Figure 1. Signal metal coverage by tile (run 1).
The die is cut into 16 by 16 equal tiles; dark blue is low, red is high, scaled to the fullest tile. Values are wire area over tile area, all layers added.
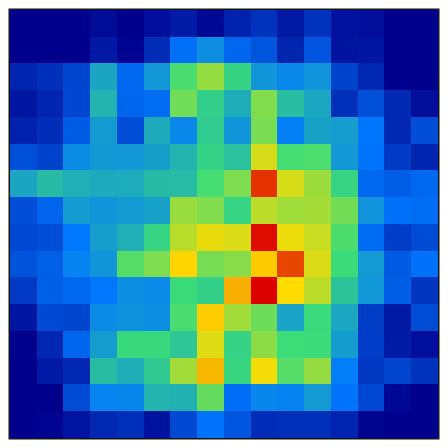
Figure 2. Sizing map (run 1).
The bar under the picture is 20 um long.
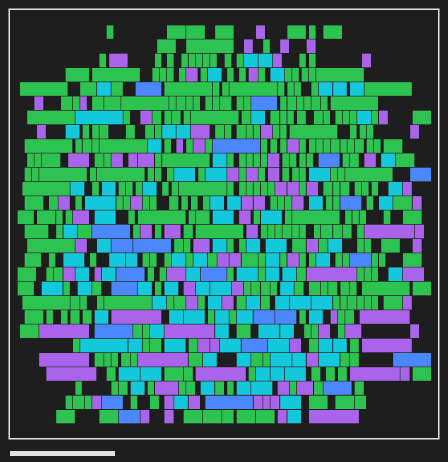
Figure 3. Clock network drawn from the DEF (run 1).
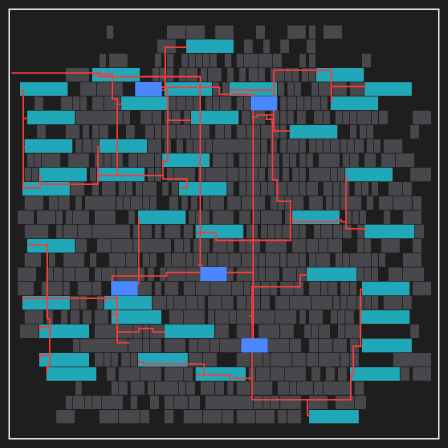
[src/rtl/pc_sequencer.sv]
// Next-PC sequencer: owns the fetch address, steps it against imem readiness, applies redirects with a flush window, supports stall and halt/resume.
// Latency: every input takes effect on the next rising clk edge; pc_out and all status outputs are registered.
// Backpressure: imem_ready low parks the sequencer in WAIT_MEM and stall holds the PC; a redirect overrides both.
module pc_sequencer #(
    parameter int                 ADDR_W       = 32,
    parameter logic [ADDR_W-1:0]  RESET_PC     = '0,
    parameter int                 INCR         = 4,
    parameter int                 FLUSH_CYCLES = 2
) (
    input  logic              clk,
    input  logic              rst_n,
    input  logic              redirect_valid,
    input  logic [ADDR_W-1:0] redirect_target,
    input  logic              stall,
    input  logic              halt_req,
    input  logic              resume,
    input  logic              imem_ready,
    output logic [ADDR_W-1:0] pc_out,
    output logic              fetch_valid,
    output logic              flush,
    output logic              halted
);

    typedef enum logic [1:0] {
        RUN      = 2'd0,
        WAIT_MEM = 2'd1,
        FLUSH    = 2'd2,
        HALTED   = 2'd3
    } state_t;

    state_t              r_state;
    logic [ADDR_W-1:0]   r_pc;
    logic [3:0]          r_cnt;
    logic                r_pend;
    logic                r_fetch_valid;
    logic                r_flush;
    logic                r_halted;

    state_t              w_nstate;
    logic [ADDR_W-1:0]   w_npc;
    logic [3:0]          w_ncnt;
    logic                w_npend;
    logic [ADDR_W-1:0]   w_tgt;
    logic [ADDR_W-1:0]   w_pc_inc;
    logic                w_halt;

    // Redirect targets are word aligned; the increment wraps naturally at ADDR_W bits.
    assign w_tgt    = {redirect_target[ADDR_W-1:2], 2'b00};
    assign w_pc_inc = r_pc + ADDR_W'(INCR);
    // A halt deferred during a flush acts like a fresh halt request once back in RUN.
    assign w_halt   = halt_req | r_pend;

    // Next-state decode, priority redirect > halt > stall > imem_ready.
    always_comb begin
        w_nstate = r_state;
        w_npc    = r_pc;
        w_ncnt   = r_cnt;
        w_npend  = r_pend;
        case (r_state)
            RUN, WAIT_MEM: begin
                if (redirect_valid) begin
                    w_npc    = w_tgt;
                    w_nstate = FLUSH;
                    w_ncnt   = 4'(FLUSH_CYCLES);
                    if (halt_req) w_npend = 1'b1;
                end else if (w_halt) begin
                    // Any outstanding fetch in WAIT_MEM is simply abandoned.
                    w_nstate = HALTED;
                    w_npend  = 1'b0;
                end else if (r_state == RUN) begin
                    if (!stall) begin
                        if (imem_ready) w_npc    = w_pc_inc;
                        else            w_nstate = WAIT_MEM;
                    end
                end else if (imem_ready) begin
                    w_nstate = RUN;
                    if (!stall) w_npc = w_pc_inc;
                end
            end
            FLUSH: begin
                if (halt_req) w_npend = 1'b1;
                if (redirect_valid) begin
                    w_npc  = w_tgt;
                    w_ncnt = 4'(FLUSH_CYCLES);
                end else if (r_cnt == 4'd1) begin
                    w_nstate = RUN;
                    w_ncnt   = 4'd0;
                end else begin
                    w_ncnt = r_cnt - 4'd1;
                end
            end
            HALTED: begin
                // A redirect while halted only retargets the PC; no flush is needed.
                if (redirect_valid) w_npc = w_tgt;
                if (resume && !halt_req) w_nstate = RUN;
            end
            default: w_nstate = RUN;
        endcase
    end

    // State, PC and Moore outputs registered together so outputs never glitch on inputs.
    always_ff @(posedge clk or negedge rst_n) begin
        if (!rst_n) begin
            r_state       <= RUN;
            r_pc          <= RESET_PC;
            r_cnt         <= 4'd0;
            r_pend        <= 1'b0;
            r_fetch_valid <= 1'b0;
            r_flush       <= 1'b0;
            r_halted      <= 1'b0;
        end else begin
            r_state       <= w_nstate;
            r_pc          <= w_npc;
            r_cnt         <= w_ncnt;
            r_pend        <= w_npend;
            r_fetch_valid <= (w_nstate == RUN) || (w_nstate == WAIT_MEM);
            r_flush       <= (w_nstate == FLUSH);
            r_halted      <= (w_nstate == HALTED);
        end
    end

    assign pc_out      = r_pc;
    assign fetch_valid = r_fetch_valid;
    assign flush       = r_flush;
    assign halted      = r_halted;

endmodule
[config.mk]
export PLATFORM = sky130hd
export DESIGN_NAME = pc_sequencer
export DESIGN_NICKNAME = d
export VERILOG_FILES = /design/src/rtl/pc_sequencer.sv
export SDC_FILE = /design/constraint.sdc
export NUM_CORES = 1
export LEC_CHECK = 0
export ABC_AREA = 1
export CAP_MARGIN = 20
export CORE_MARGIN = 1
export CORE_UTILIZATION = 44
export DETAILED_ROUTE_END_ITERATION = 12
export PLACE_DENSITY = 0.77
export SLEW_MARGIN = 20
export SYNTH_ARGS = -nofsm -noshare
export SYNTH_HDL_FRONTEND = slang
export SYNTH_SLANG_ARGS = --single-unit
[constraint.sdc]
create_clock -name clk -period 1.39 [get_ports clk]
set_input_delay 0.417 -clock clk [delete_from_list [all_inputs] [get_ports clk]]
set_output_delay 0.417 -clock clk [all_outputs]
set_load 0.02 [all_outputs]
==> flow_metrics.tcl, run 1 <==
# implementation run metrics
set metrics [dict create \
    crit_chain "ha_4 -> nand2_4 -> nor2_4 -> nand2_2 -> nor2_4 -> nand2_1 -> nand2_1 -> nand3_2 -> nand2_2 -> nand2_1" \
    lay_top_count "nand2_1" \
    cts_buffer_depth 2 \
    rsz0062_at_grt "true" \
    layout_setup_ws_ns -0.145 \
    warning_count 32 \
    wl_mm 10.2 \
    min_path_type "input pin to asynchronous set/reset pin" \
    synthCells 451 \
    r2r-end "pc_out[26]$_DFFE_PN0P_" \
    cp-start-kind "register" \
    fin_nets 633 \
    place_congestion 0.885 \
    dpl.hpwl_mm 6.16 \
    rows 28 \
    period_minus_slack_ns 1.54 \
    setup_viol 29 \
    ys_warn_count 0 \
    period_used_pct 110 \
    crit_path_end_kind "register" \
    yosys.stat.seqShare_pct 35.8 \
    drtIter0Drc 424 \
    cts_tree "done" \
    initial_core_util_pct 46.4 \
    drt-vias-per-instance 5.52 \
    path_class "register to register" \
    fin_skew_ns 0.0109 \
    die_y_um 81.7 \
    numCtsBuffers 5 \
    cp_max_fo 5 \
    post_cts_hold_buffer_count 0 \
    cts-resized-gates 153 \
    arrival_ns 1.74 \
    path_clk_slew_ns 0.10 \
    cpPeakStageDelay_ns 0.43 \
    final_cell_mix "nand2_1 (133), buf_4 (66), nor2_1 (51), inv_1 (43), nand3_1 (33)" \
    die_area_um2 6680 \
    ios 74 \
    critPathMostFrequentCell "nand2_1" \
    ys_cells 451 \
    grt_pass1_vias 3196 \
    final_layout_size_suffix_gt1_share_pct 36.5 \
    antenna_found_initial 0 \
    die_x_um 81.7 \
    antenna_cells 0 \
    ant_nets 0 \
    synth_area_per_cell_um2 6.20 \
    timing.hold.ws_ns 0.0501 \
    ff2ff_setup_slack_ns -0.15 \
    r2r-start "pc_out[3]$_DFFE_PN0P_" \
    post-cts-setup-buffers 6 \
    grt_pass1_wl_mm 13.9 \
    crit_required_ns 1.60 \
    cts_root_buf "clkbuf_8" \
    clock_sinks 40 \
    yosysChipArea_um2 2800 \
    leakagePower_nw 2.12 \
    finalHoldViolCount 0 \
    cpLargestDelayFamily "simple AND/OR/NAND/NOR gates" \
    fmax_mhz 651 \
    outcome "complete, but fails checks" \
    violations "setup timing" \
    ys.flops 40 \
    utilization_pct 74.9 \
    grt_max_degree 41 \
    layout.area.comb_um2 1860 \
    drcViolationCount 0 \
    coreArea_um2 6030 \
    slew_violations 0 \
    synth_area_um2 2800 \
    pwr_density_cell_nw_per_um2 2020 \
]
About Figure 1:
mean over tiles	0.26
fullest tile	0.88
tiles over half the peak	20%
densest ninth of the die	centre
nearly empty tiles	10%
total track usage: 27.7%
drt wl/cell: 15.3 um
DR vias: 3679

About Figure 2:
colour	size	cells	share	most used
green	drive 1 or less	376	64%	nand2_1
blue	drive 6 and up	22	3.7%	buf_6
cyan	drive 3 to 4	99	17%	buf_4
purple	drive 2	95	16%	buf_2
Non-Clock Buffer Count: 147
worst setup margin: -0.145 ns
final instance area: 4510 um2
area grow syn2layout: 61.3%

About Figure 3:
[blue] cells driving clock nets | count: 5
[cyan] flip-flops | count: 40
[red] clock wires | length: 643 um
routed clock nets	6
Clock Power Share: 9.4%
clk_lat worst skew: 0.32 ns

run 1: routing by layer:
layer	global-route usage, %	wire, um
met5	0	0
met4	11.9	629
met3	6.00	835
met2	47.9	4990
met1	32.8	3770
run 1: worst max path at each step:
stage,end,start,cells past startpoint
after floorplan,pc_out[26]$_DFFE_PN0P_,pc_out[3]$_DFFE_PN0P_,10
after global placement,pc_out[18]$_DFFE_PN0P_,redirect_valid,10
after detailed placement,pc_out[19]$_DFFE_PN0P_,redirect_valid,10
after CTS,pc_out[18]$_DFFE_PN0P_,pc_out[3]$_DFFE_PN0P_,10
after global routing,pc_out[12]$_DFFE_PN0P_,r_state[1]$_DFF_PN0_,9
final,pc_out[26]$_DFFE_PN0P_,pc_out[3]$_DFFE_PN0P_,10
run 1: cell usage after synthesis:
cell / instances / area share, %
nand2_1: 150 / 20
nor2_1: 89 / 12
inv_1: 47 / 6.3
dfrtp_1: 40 / 36
nand3_1: 36 / 6.4
o21ai_0: 24 / 4.3
a21oi_1: 12 / 2.1
buf_2: 7 / 1.3
o22ai_1: 6 / 1.3
clkbuf_1: 4 / 0.54
or2_2: 4 / 0.89
a31oi_1: 3 / 0.67
ha_1: 3 / 1.3
a22oi_1: 2 / 0.54
buf_4: 2 / 0.54
buf_6: 2 / 0.80
inv_2: 2 / 0.27
nand4_1: 2 / 0.45
nor2_2: 2 / 0.45
nor2_4: 2 / 0.80
o21bai_1: 2 / 0.54
xnor2_1: 2 / 0.63
a21oi_2: 1 / 0.31
and2_1: 1 / 0.22
conb_1: 1 / 0.13
nand2_2: 1 / 0.22
nand3b_1: 1 / 0.27
nor3_1: 1 / 0.18
o31ai_1: 1 / 0.27
xor2_1: 1 / 0.31
run 1: cell families (layout without fill, tap and decap cells):
logic type	count (synthesis)	count (layout)	synth area share (%)
compound gates	51	51	10.1
xor+xnor	3	3	0.939
fa+ha+maj	3	3	1.34
buf+inv	64	204	9.70
flops	40	40	35.8
other cells	1	2	0.134
simple gates	289	289	42.0
run 1: metrics by stage:
stage          instances  worst slack, ns  instance area, um2  TNS, ns  power [W]
2_1_floorplan        452         -0.00929                2850  -0.0186    0.00479
3_3_place_gp         637           -0.448                4000   -15.44    0.00708
3_5_place_dp         637           -0.504                4000   -17.18    0.00721
4_1_cts              652          -0.0615                4150   -0.218    0.00804
5_1_grt              667           -0.223                4510    -4.10    0.00970
6_report             667           -0.145                4510    -1.72    0.00911
run 1: state kept, by name, summed over array words and instances (netlist names):
register / count
r_cnt: 4
fetch_valid: 1
r_state: 2
flush: 1
halted: 1
pc_out: 30
r_pend: 1
run 1: report_power, final:
part           switching, W  leakage, nW  internal (W)
clock              0.000503       0.0404      0.000357
sequential         0.000603        0.458       0.00173
combinational       0.00338         1.62       0.00253
total               0.00448         2.12       0.00462
run 1: cell type report:
cell class,count,area share [%]
inverters,49,4.13
well taps,75,2.08
multi-input cells,348,41.2
clock inverters,3,0.527
repair buffers,147,28.0
flip-flops and latches,40,22.5
clock buffers,5,1.52
run 1: worst register-to-register path: cells and delay by family (launching register included):
| family | cells | cell delay, ns |
|---|---|---|
| adders and majority gates | 1 | 0.17 |
| DFF | 1 | 0.43 |
| and+or+nand+nor | 9 | 0.85 |
==> run 1 -> run 2 <==
--- a/config.mk
+++ b/config.mk
@@ -10,6 +10,7 @@
 export CORE_MARGIN = 1
 export CORE_UTILIZATION = 44
 export DETAILED_ROUTE_END_ITERATION = 12
+export GPL_ROUTABILITY_DRIVEN = 1
 export PLACE_DENSITY = 0.77
 export SLEW_MARGIN = 20
 export SYNTH_ARGS = -nofsm -noshare
Figure 4. Sizing map (run 2).
The bar under the picture is 20 um long.
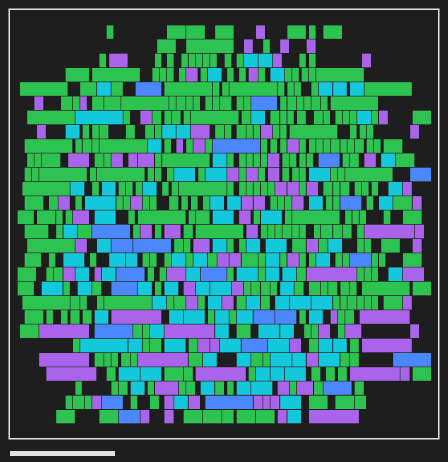
colour	size	cells	share	most used
cyan	drive 3 to 4	99	17%	buf_4
green	drive 1 or less	376	64%	nand2_1
purple	drive 2	95	16%	buf_2
blue	drive 6 and up	22	3.7%	buf_6

Figure 5. Where the registers sit (run 2).
The bar under the picture is 20 um long.
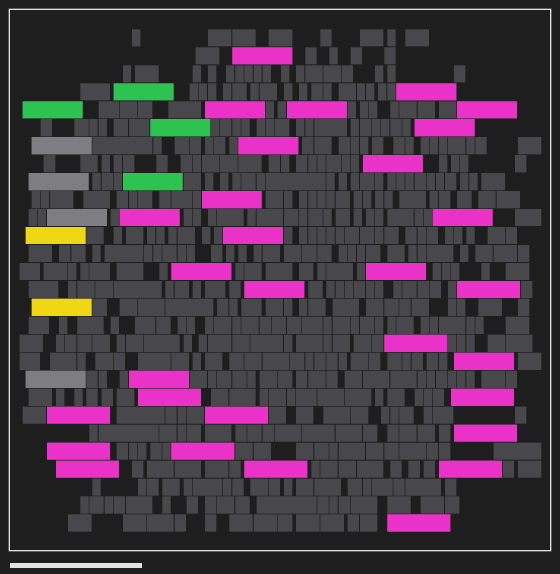
colour	netlist name	sequential cells
yellow	r_state	2
green	r_cnt	4
magenta	pc_out	30
not coloured	4
flop share of the area: 22.5%
Flop area: 1020 um2
Final Util: 74.9%
P_seq: 0.00234 W

==> flow_metrics.tcl, run 2 <==
# implementation run metrics
set metrics [dict create \
    antenna_found_initial 0 \
    numCtsBuffers 5 \
    path_class "register to register" \
    post_cts_hold_buffer_count 0 \
    initial_core_util_pct 46.4 \
    ant_nets 0 \
    fin_nets 633 \
    rsz0062_at_grt "true" \
    drcViolationCount 0 \
    cp_max_fo 5 \
    edf_count 0 \
    cts_root_buf "clkbuf_8" \
    ys_sh_aoi_pct 10.1 \
    yosys.stat.seqShare_pct 35.8 \
    min_path_type "input pin to asynchronous set/reset pin" \
    wl_mm 10.2 \
    crit_path_end_kind "register" \
    yosysChipArea_um2 2800 \
    drt-vias-per-instance 5.52 \
    common_cells "nand2_1 (150), nor2_1 (89), inv_1 (47), dfrtp_1 (40), nand3_1 (36)" \
    cp-start-kind "register" \
    outcome "complete, but fails checks" \
    grtUsageTotal_pct 27.7 \
    grt_pass1_wl_mm 13.9 \
    grt_pass1_vias 3196 \
    num_vias 3679 \
    layout_setup_ws_ns -0.145 \
    dpl.hpwl_mm 6.16 \
    clock_sinks 40 \
    final_cell_mix "nand2_1 (133), buf_4 (66), nor2_1 (51), inv_1 (43), nand3_1 (33)" \
    lay_top_count "nand2_1" \
    cts_buffer_depth 2 \
    top_cell_area_share_pct 35.8 \
    crit_required_ns 1.60 \
    critPathMostFrequentCell "nand2_1" \
    topCellsByArea "dfrtp_1 (36%), nand2_1 (20%), nor2_1 (12%), nand3_1 (6.4%), inv_1 (6.3%)" \
    ys_sh_mux_pct 0 \
    xor_share_pct 0.939 \
    setup_viol 29 \
    r2r-start "pc_out[3]$_DFFE_PN0P_" \
    top_logic_kind "simple AND/OR/NAND/NOR gates" \
    ff_type "dfrtp_1" \
    violations "setup timing" \
    dpl_cell_area_um2 4000 \
    ys_cells 451 \
    die_area_um2 6680 \
]
run 2: what timing repair did:
| item | 4_1_cts | 5_1_grt |
|---|---|---|
| setup buffers | 6 | 13 |
| resized | 153 | 104 |
| pin swaps | 7 | 17 |
| setup endpoints to repair | 66 | 46 |
| cloned | 1 | 2 |
run 2: final cells by class:
cell class | count | area, um2 | area share [%]
repair buffers | 147 | 1260 | 28.0
clock inverters | 3 | 23.8 | 0.527
well taps | 75 | 93.8 | 2.08
inverters | 49 | 186 | 4.13
clock buffers | 5 | 68.8 | 1.52
flip-flops and latches | 40 | 1020 | 22.5
multi-input cells | 348 | 1860 | 41.2
run 2: kinds of logic after synthesis:
logic type | Yosys count
AOI/OAI and AO/OA | 51
adders and majority gates | 3
xor gates and xnor gates | 3
buffers and inverters | 64
DFF | 40
and+or+nand+nor | 289
other | 1
run 2: final timing paths:
path,to,depth (start not counted)
setup / recovery,pc_out[26]$_DFFE_PN0P_,10
hold / removal,pc_out[17]$_DFFE_PN0P_,2
setup reg to reg,pc_out[26]$_DFFE_PN0P_,10
hold reg to reg,r_cnt[1]$_DFFE_PN0P_,2
max in group asynchronous,pc_out[5]$_DFFE_PN0P_,2
min in group clk,r_cnt[1]$_DFFE_PN0P_,2
run 2: metal layers:
metal	GRT usage [%]	vias up	wire length, um
met5	0	-	0
met4	11.9	0	629
met3	6.00	70	835
met2	47.9	219	4990
met1	32.8	1695	3770
li1	-	1695	-
run 2: worst register-to-register path: stages, from the launching register on:
cell	delay, ns
dfrtp_2	0.43
ha_4	0.17
nand2_4	0.09
nor2_4	0.17
nand2_2	0.10
nor2_4	0.15
nand2_1	0.08
nand2_1	0.08
nand3_2	0.07
nand2_2	0.06
nand2_1	0.05
run 2: stage by stage:
stage / std cells / setup TNS, ns / worst slack, ns / hold WS [ns] / power (W)
4_1_cts: 652 / -0.218 / -0.0615 / 0.0708 / 0.00804
6_report: 667 / -1.72 / -0.145 / 0.0501 / 0.00911
3_5_place_dp: 637 / -17.18 / -0.504 / 0.409 / 0.00721
2_1_floorplan: 452 / -0.0186 / -0.00929 / 0.121 / 0.00479
3_3_place_gp: 637 / -15.44 / -0.448 / 0.410 / 0.00708
5_1_grt: 667 / -4.10 / -0.223 / 0.0796 / 0.00970
run 2: report_power, final:
part           leakage (nW)  switching, W  internal [W]
combinational          1.62       0.00338       0.00253
clock                0.0404      0.000503      0.000357
sequential            0.458      0.000603       0.00173
Power is estimated from default activity; no workload was simulated.
